===== config.mk =====
export PLATFORM = sky130hd
export DESIGN_NAME = regfile_wb_ctrl
export DESIGN_NICKNAME = d
export VERILOG_FILES = /design/src/rtl/regfile_wb_ctrl_pkg.sv /design/src/rtl/wb_fifo.sv /design/src/rtl/regfile_wb_ctrl.sv
export SDC_FILE = /design/constraint.sdc
export NUM_CORES = 1
export LEC_CHECK = 0
export CAP_MARGIN = 40
export CORE_MARGIN = 3
export CORE_UTILIZATION = 45
export CTS_CLUSTER_DIAMETER = 40
export DETAILED_ROUTE_END_ITERATION = 12
export HOLD_SLACK_MARGIN = 0.02
export PLACE_DENSITY = 0.68
export RECOVER_POWER = 50
export SLEW_MARGIN = 20
export SYNTH_ARGS = -nofsm -noshare
export SYNTH_HDL_FRONTEND = slang
export SYNTH_SLANG_ARGS = --single-unit

===== constraint.sdc =====
create_clock -name clk_i -period 2.74 [get_ports clk_i]
set_input_delay 0.685 -clock clk_i [delete_from_list [all_inputs] [get_ports clk_i]]
set_output_delay 0.685 -clock clk_i [all_outputs]
set_load 0.01 [all_outputs]

===== src/rtl/regfile_wb_ctrl_pkg.sv =====
// regfile_wb_ctrl_pkg: shared widths, source indices and write-entry type
// for the register-file write-back controller.
package regfile_wb_ctrl_pkg;

    localparam int REG_ADDR_W = 5;
    localparam int DATA_W     = 32;
    localparam int NUM_REGS   = 32;
    localparam int ENTRY_W    = REG_ADDR_W + DATA_W;

    localparam logic SRC_ALU = 1'b0;
    localparam logic SRC_LSU = 1'b1;

    typedef struct packed {
        logic [REG_ADDR_W-1:0] addr;
        logic [DATA_W-1:0]     data;
    } wb_entry_t;

    function automatic logic [NUM_REGS-1:0] reg_bit(input logic [REG_ADDR_W-1:0] a);
        return NUM_REGS'(1) << a;
    endfunction

endpackage


===== src/rtl/wb_fifo.sv =====
// wb_fifo: small synchronous FIFO that also exposes every slot's valid bit
// and destination address so the owner can build a pending-write bitmap.
module wb_fifo #(
    parameter int DEPTH  = 2,
    parameter int WIDTH  = 37,
    parameter int ADDR_W = 5
) (
    input  logic                      clk_i,
    input  logic                      rst_i,
    input  logic                      push_i,
    input  logic [WIDTH-1:0]          push_data_i,
    output logic                      full_o,
    input  logic                      pop_i,
    output logic                      empty_o,
    output logic [WIDTH-1:0]          head_o,
    output logic [DEPTH-1:0]          ent_valid_o,
    output logic [DEPTH*ADDR_W-1:0]   ent_addr_o
);
    localparam int IW = $clog2(DEPTH);
    localparam int PW = IW + 1;

    logic [WIDTH-1:0] mem_q [DEPTH];
    logic [PW-1:0]    wr_q, wr_d, rd_q, rd_d, cnt;
    logic             do_push, do_pop;

    // Extra pointer MSB distinguishes full from empty when the indices match.
    assign full_o  = (wr_q[IW] != rd_q[IW]) && (wr_q[IW-1:0] == rd_q[IW-1:0]);
    assign empty_o = wr_q == rd_q;
    assign do_push = push_i && !full_o;
    assign do_pop  = pop_i && !empty_o;
    assign wr_d    = wr_q + PW'(do_push);
    assign rd_d    = rd_q + PW'(do_pop);
    assign head_o  = mem_q[rd_q[IW-1:0]];
    assign cnt     = wr_q - rd_q;

    for (genvar i = 0; i < DEPTH; i++) begin : g_ent
        logic [IW-1:0] off;
        assign off                          = IW'(i) - rd_q[IW-1:0];
        assign ent_valid_o[i]               = {1'b0, off} < cnt;
        assign ent_addr_o[i*ADDR_W +: ADDR_W] = mem_q[i][WIDTH-1 -: ADDR_W];
    end

    always_ff @(posedge clk_i or posedge rst_i) begin
        if (rst_i) begin
            wr_q <= '0;
            rd_q <= '0;
        end else begin
            wr_q <= wr_d;
            rd_q <= rd_d;
        end
    end

    always_ff @(posedge clk_i) begin
        if (do_push) mem_q[wr_q[IW-1:0]] <= push_data_i;
    end

endmodule


===== src/rtl/regfile_wb_ctrl.sv =====
// regfile_wb_ctrl: round-robin write-back of ALU and LSU results into the
// single register-file write port, with a pending-write bitmap for issue stalls.
module regfile_wb_ctrl
    import regfile_wb_ctrl_pkg::*;
#(
    parameter int DEPTH   = 2,
    parameter bit DROP_X0 = 1'b0
) (
    input  logic                  clk_i,
    input  logic                  rst_i,
    input  logic                  alu_valid_i,
    output logic                  alu_ready_o,
    input  logic [REG_ADDR_W-1:0] alu_addr_i,
    input  logic [DATA_W-1:0]     alu_data_i,
    input  logic                  lsu_valid_i,
    output logic                  lsu_ready_o,
    input  logic [REG_ADDR_W-1:0] lsu_addr_i,
    input  logic [DATA_W-1:0]     lsu_data_i,
    output logic                  we_o,
    output logic [REG_ADDR_W-1:0] waddr_o,
    output logic [DATA_W-1:0]     wdata_o,
    output logic [NUM_REGS-1:0]   pend_o
);
    wb_entry_t                     alu_head, lsu_head, head;
    logic                          alu_full, alu_empty, lsu_full, lsu_empty;
    logic                          alu_pop, lsu_pop, pop, grant, issue;
    logic [DEPTH-1:0]              alu_vld, lsu_vld;
    logic [DEPTH*REG_ADDR_W-1:0]   alu_addrs, lsu_addrs;
    logic                          last_q, last_d, we_q, we_d;
    logic [REG_ADDR_W-1:0]         waddr_q, waddr_d;
    logic [DATA_W-1:0]             wdata_q, wdata_d;

    function automatic logic [NUM_REGS-1:0] mark(input logic v, input logic [REG_ADDR_W-1:0] a);
        return (v && !(DROP_X0 && a == '0)) ? reg_bit(a) : '0;
    endfunction

    assign alu_ready_o = !alu_full;
    assign lsu_ready_o = !lsu_full;

    wb_fifo #(.DEPTH(DEPTH), .WIDTH(ENTRY_W), .ADDR_W(REG_ADDR_W)) u_alu_fifo (
        .clk_i       (clk_i),
        .rst_i       (rst_i),
        .push_i      (alu_valid_i),
        .push_data_i ({alu_addr_i, alu_data_i}),
        .full_o      (alu_full),
        .pop_i       (alu_pop),
        .empty_o     (alu_empty),
        .head_o      (alu_head),
        .ent_valid_o (alu_vld),
        .ent_addr_o  (alu_addrs)
    );

    wb_fifo #(.DEPTH(DEPTH), .WIDTH(ENTRY_W), .ADDR_W(REG_ADDR_W)) u_lsu_fifo (
        .clk_i       (clk_i),
        .rst_i       (rst_i),
        .push_i      (lsu_valid_i),
        .push_data_i ({lsu_addr_i, lsu_data_i}),
        .full_o      (lsu_full),
        .pop_i       (lsu_pop),
        .empty_o     (lsu_empty),
        .head_o      (lsu_head),
        .ent_valid_o (lsu_vld),
        .ent_addr_o  (lsu_addrs)
    );

    // last_q holds the source granted most recently; contention goes to the other one.
    always_comb begin
        grant   = (!alu_empty && !lsu_empty) ? ~last_q : (alu_empty ? SRC_LSU : SRC_ALU);
        pop     = !alu_empty || !lsu_empty;
        alu_pop = pop && (grant == SRC_ALU);
        lsu_pop = pop && (grant == SRC_LSU);
        head    = (grant == SRC_LSU) ? lsu_head : alu_head;
        issue   = pop && !(DROP_X0 && head.addr == '0);
        last_d  = pop ? grant : last_q;
        we_d    = issue;
        waddr_d = pop ? head.addr : waddr_q;
        wdata_d = pop ? head.data : wdata_q;
    end

    always_comb begin
        pend_o = we_q ? reg_bit(waddr_q) : '0;
        for (int i = 0; i < DEPTH; i++) begin
            pend_o = pend_o | mark(alu_vld[i], alu_addrs[i*REG_ADDR_W +: REG_ADDR_W])
                            | mark(lsu_vld[i], lsu_addrs[i*REG_ADDR_W +: REG_ADDR_W]);
        end
    end

    always_ff @(posedge clk_i or posedge rst_i) begin
        if (rst_i) begin
            last_q  <= SRC_LSU;
            we_q    <= 1'b0;
            waddr_q <= '0;
            wdata_q <= '0;
        end else begin
            last_q  <= last_d;
            we_q    <= we_d;
            waddr_q <= waddr_d;
            wdata_q <= wdata_d;
        end
    end

    assign we_o    = we_q;
    assign waddr_o = waddr_q;
    assign wdata_o = wdata_q;

endmodule


Figure 1. Wiring by layer (run 1).
Drawn at 2 px/micron. Only two layers are drawn.
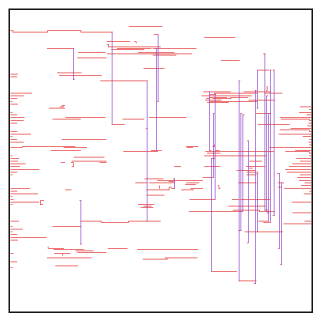
legend:
  metal 3:
    colour: red
    wire_length: 1910 microns
  metal 4:
    colour: purple
    wire_length: 1230 microns
drt wl/cell: 24.4 microns
routed wire length: 30700 microns
Global Route Usage Sum: 26.9%

Figure 2. Gate families picked out (run 1).
Drawn at 2 px/micron.
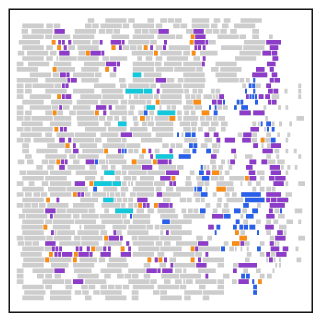
legend:
  NAND gates:
    colour: blue
    cells: 67
    most_used: nand2_1
  AND and OR gates:
    colour: orange
    cells: 52
    most_used: and3_1
  adder and majority cells:
    colour: cyan
    cells: 12
  inverting AOI/OAI gates:
    colour: purple
    cells: 184
    most_used: a21oi_1
    where: all over the die
Layout Cells excl Fill: 1255
logic share of the area: 30.7%
most common logic cell in the routed design: edfxtp_1

Figure 3. Clock nets (run 1).
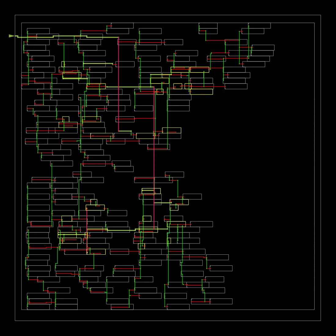
clk pwr: 2.50 mW
registers: 195
cts bufs inserted: 17

==> impl_metrics.ini, run 1 <==
; physical design summary
[detailed_routing]
vias = 7491
ant_nets = 0
wl_met3_microns = 1910

[power_and_ir_drop]
p_leak_nw = 5.11
power.switching_mw = 8.01
p_sw_share_pct = 42.2

[worst_setup_path]
r2r_slack_ns = -0.14
r2r-start = u_alu_fifo.wr_q[0]$_DFF_PP0_
reg2reg_depth = 7

[sta]
slew_headroom_pct = 7.96
finalHoldViolCount = 0
setup_ws_ns = -0.290
whs_ns = 0.622
fmax_ghz = 0.330
min_period_ns = 3.03
drv_slew = 0
setup_viol = 66

[logic_synthesis]
async_flop_share_pct = 24.1
ys_cells = 726
synth.largest_area_cell = edfxtp_1

[cts]
cts_buffer_depth = 2
cts.clk_slew.worst_paths_ns = 0.07
cts_sinks = 195

[status]
violations = setup timing
status = finished, violations left

[place]
placedInstanceArea_sq_um = 11900
placedCellCount = 1195
post-place-ws_ns = -0.438
gp_congestion = 1.00

[min_path]
worstHoldStart = u_lsu_fifo.wr_q[1]$_DFF_PP0_

[global_route]
antenna_found_initial = 0
grt_pass1_wl_microns = 45700

[finish]
num_antenna_cells = 0
fin_util_pct = 65.0

[die]
fp_util_pct = 46.2
run 1: cell type report:
class,instances,area [sq um]
clock buffer,20,447
clock inverter,12,146
fill,1551,7160
inverter,10,40.0
multi-input combinational,462,4080
sequential,195,5630
tap,270,338
timing repair buffer,286,2600
run 1: power groups by stage:
stage	Clock (mW)	Combinational (mW)	Sequential, mW
after CTS	2.55	11.1	5.09
after detailed placement	0	10.0	5.13
after floorplan	0	5.95	4.98
after global routing	2.68	12.1	5.20
final	2.50	11.3	5.12
after global placement	0	9.78	5.08
run 1: sequential cells by signal (all words and copies together), names as in the netlist:
name,count
waddr_o,5
u_lsu_fifo.mem_q,74
wdata_o,32
u_lsu_fifo.rd_q,2
u_alu_fifo.rd_q,2
last_q,1
u_lsu_fifo.wr_q,2
we_o,1
u_alu_fifo.mem_q,74
u_alu_fifo.wr_q,2
Figure 4. Pin placement (run 1).
Drawn at 2 px/micron. Pins as bars across the die edge, other pins in grey.
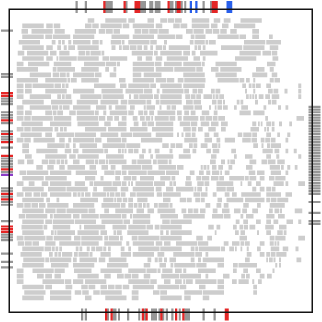

==> run 1 -> run 2 <==
- PLACE_DENSITY: 0.68 -> 0.65
- clock period: 2.74 -> 3.8 ns (I/O delays scaled with it)
Figure 5. Pin placement (run 2).
Drawn at 2 px/micron. Pins as bars across the die edge, other pins in grey.
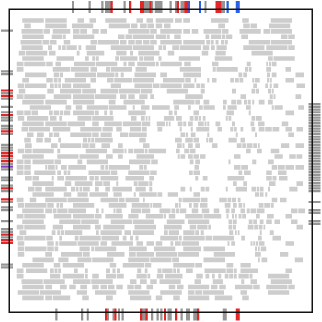
legend:
  lsu_addr_i:
    colour: blue
    pins: 5
    direction: input
    edge: top
  wdata_o:
    colour: red
    pins: 32
    direction: output
    edge: 12 left, 11 top, 9 bottom
  alu_ready_o:
    colour: purple
    pins: 1
    direction: output
    edge: left
all pins by edge: 44 left, 38 top, 38 right, 30 bottom

==> impl_metrics.ini, run 2 <==
; physical design summary
[finish]
comb_area_sq_um = 3580
inverters = 10
clock_cell_area_share_pct = 5.13
comb_cells = 462
ff_count = 195
num-fill-cells = 1652
flop_area_sq_um = 5620
n_all_buffers = 174
fin_util_pct = 58.6
seq_area_share_pct = 47.0
lay_top_count = edfxtp_1

[logic_synthesis]
aoi_share_pct = 16.0
simple_gate_share_pct = 10.7
async_flop_share_pct = 24.1
ys_cells = 726
synth.largest_area_cell = edfxtp_1

[sta]
finalHoldViolCount = 0
whs_ns = 0.539
slew_headroom_pct = -11.6
min_period_ns = 3.65
setup_ws_ns = 0.148
setup_viol = 0
fmax_ghz = 0.274
drv_slew = 27

[detailed_routing]
wl_per_cell_microns = 25.8
wl_met3_microns = 1820
ant_nets = 0

[cts]
cts.clk_slew.worst_paths_ns = 0.07
numCtsBuffers = 17
cts_sinks = 195

[run]
maxCapViolCount = 1

[status]
status = finished, violations left
violations = capacitance limit, slew limit

[global_route]
antenna_found_initial = 0
grt_pass1_wl_microns = 44400

[place]
post-place-ws_ns = 0.315
gp_congestion = 1.00

[power_and_ir_drop]
p_leak_nw = 4.70
power.switching_mw = 5.41

[worst_setup_path]
r2r-start = u_alu_fifo.wr_q[1]$_DFF_PP0_
critical_path_class = reg -> out
cp_max_fo = 4
reg2reg_depth = 6
r2r_slack_ns = 1.02

[die]
n_tap_cell = 270

[min_path]
worstHoldStart = u_lsu_fifo.rd_q[1]$_DFF_PP0_
Figure 6. Signal wires on met4 (run 2).
Drawn at 2 px/micron.
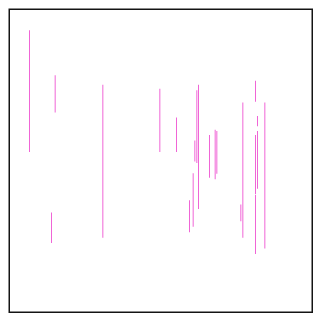
share of all routed wire: 2.3%
nets with wire on the layer: 19
routed wire length: 29500 microns
via count: 7040

-- run 2: cell counts after synthesis --
Identical to the previous run, type by type.
-- run 2: what timing repair did --
item                       in CTS  in global routing
pin swaps                       1                  2
resized                        12                 25
setup endpoints to repair      21                 27
gates cloned                    0                  0
hold buffers                    0                  0
-- run 2: power by group through the flow --
| stage | combinational [mW] | clock, mW | sequential, mW |
|---|---|---|---|
| after detailed placement | 6.55 | 0 | 3.86 |
| after global routing | 7.07 | 1.94 | 3.92 |
| final | 6.58 | 1.83 | 3.85 |
| after global placement | 6.34 | 0 | 3.84 |
| after floorplan | 4.27 | 0 | 3.60 |
| after CTS | 6.58 | 1.85 | 3.82 |
Figure 7. Wiring by layer (run 2).
Drawn at 2 px/micron. Only two layers are drawn.
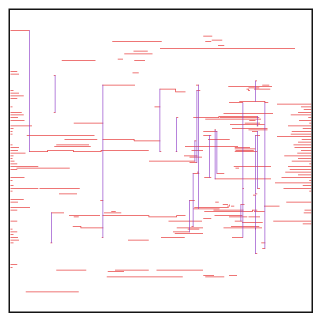

==> run 2 -> run 3 <==
- CORE_MARGIN: 3 -> not set
- PLACE_DENSITY: 0.65 -> not set
- PLACE_DENSITY_LB_ADDON: not set -> 0.12
Figure 8. Wiring by layer (run 3).
Drawn at 2 px/micron. Only two layers are drawn.
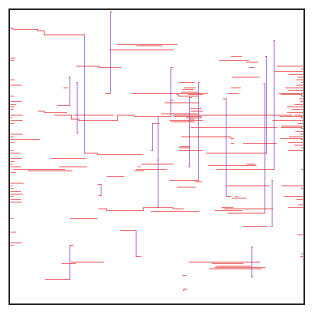
routed wire length: 28300 microns
drt wl/cell: 24.7 microns

Figure 9. Clock nets (run 3).
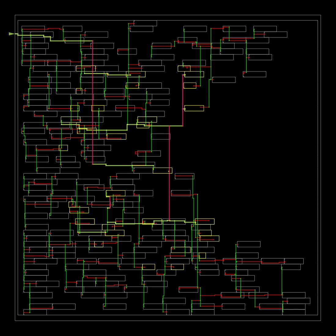
number of clock sinks: 195
clock insertion delay at the later pin of the skew report: 0.44 ns
clk pwr: 1.90 mW

==> impl_metrics.ini, run 3 <==
; physical design summary
[sta]
finalHoldViolCount = 0
min_period_ns = 3.78
setup_ws_ns = 0.0195
drv_slew = 0
setup_viol = 0
slew_headroom_pct = 9.02
fmax_ghz = 0.265

[worst_setup_path]
r2r_slack_ns = 1.06
cp_max_fo = 8
reg2reg_depth = 9
critical_path_class = reg -> out

[logic_synthesis]
aoi_share_pct = 16.0
async_flop_share_pct = 24.1
simple_gate_share_pct = 10.7
ys_cells = 726

[global_route]
grt_pass1_wl_microns = 43400
antenna_found_initial = 3

[cts]
cts.clk_slew.worst_paths_ns = 0.07
hold_buffers = 0
cts-resized-gates = 19

[detailed_routing]
remaining_drc_errors = 0
vias = 6970

[min_path]
worstHoldStart = u_lsu_fifo.rd_q[1]$_DFF_PP0_

[place]
post-place-ws_ns = 0.145
gp_congestion = 0.917

[power_and_ir_drop]
top_power_group = combinational logic
p_leak_nw = 4.68

[finish]
lay_top_count = edfxtp_1

[run]
maxCapViolCount = 0

[status]
status = completed
## run 3: area by class of cell
| cell class | instances | area [sq um] |
|---|---|---|
| inverter | 10 | 37.5 |
| tap | 270 | 338 |
| antenna | 1 | 2.50 |
| clock inverter | 15 | 205 |
| sequential | 195 | 5620 |
| multi-input combinational | 462 | 3690 |
| clock buffer | 17 | 425 |
| fill | 1601 | 8250 |
| timing repair buffer | 176 | 1790 |
## run 3: cell families after synthesis
logic type,count (synthesis)
flip-flops,195
AND-OR/OR-AND,193
AND/OR/NAND/NOR,177
multiplexers,74
buffers and inverters,69
adder cells (fa/ha/maj),12
XOR/XNOR,6
Power figures rest on the tool's default switching activity, not on a simulated workload.
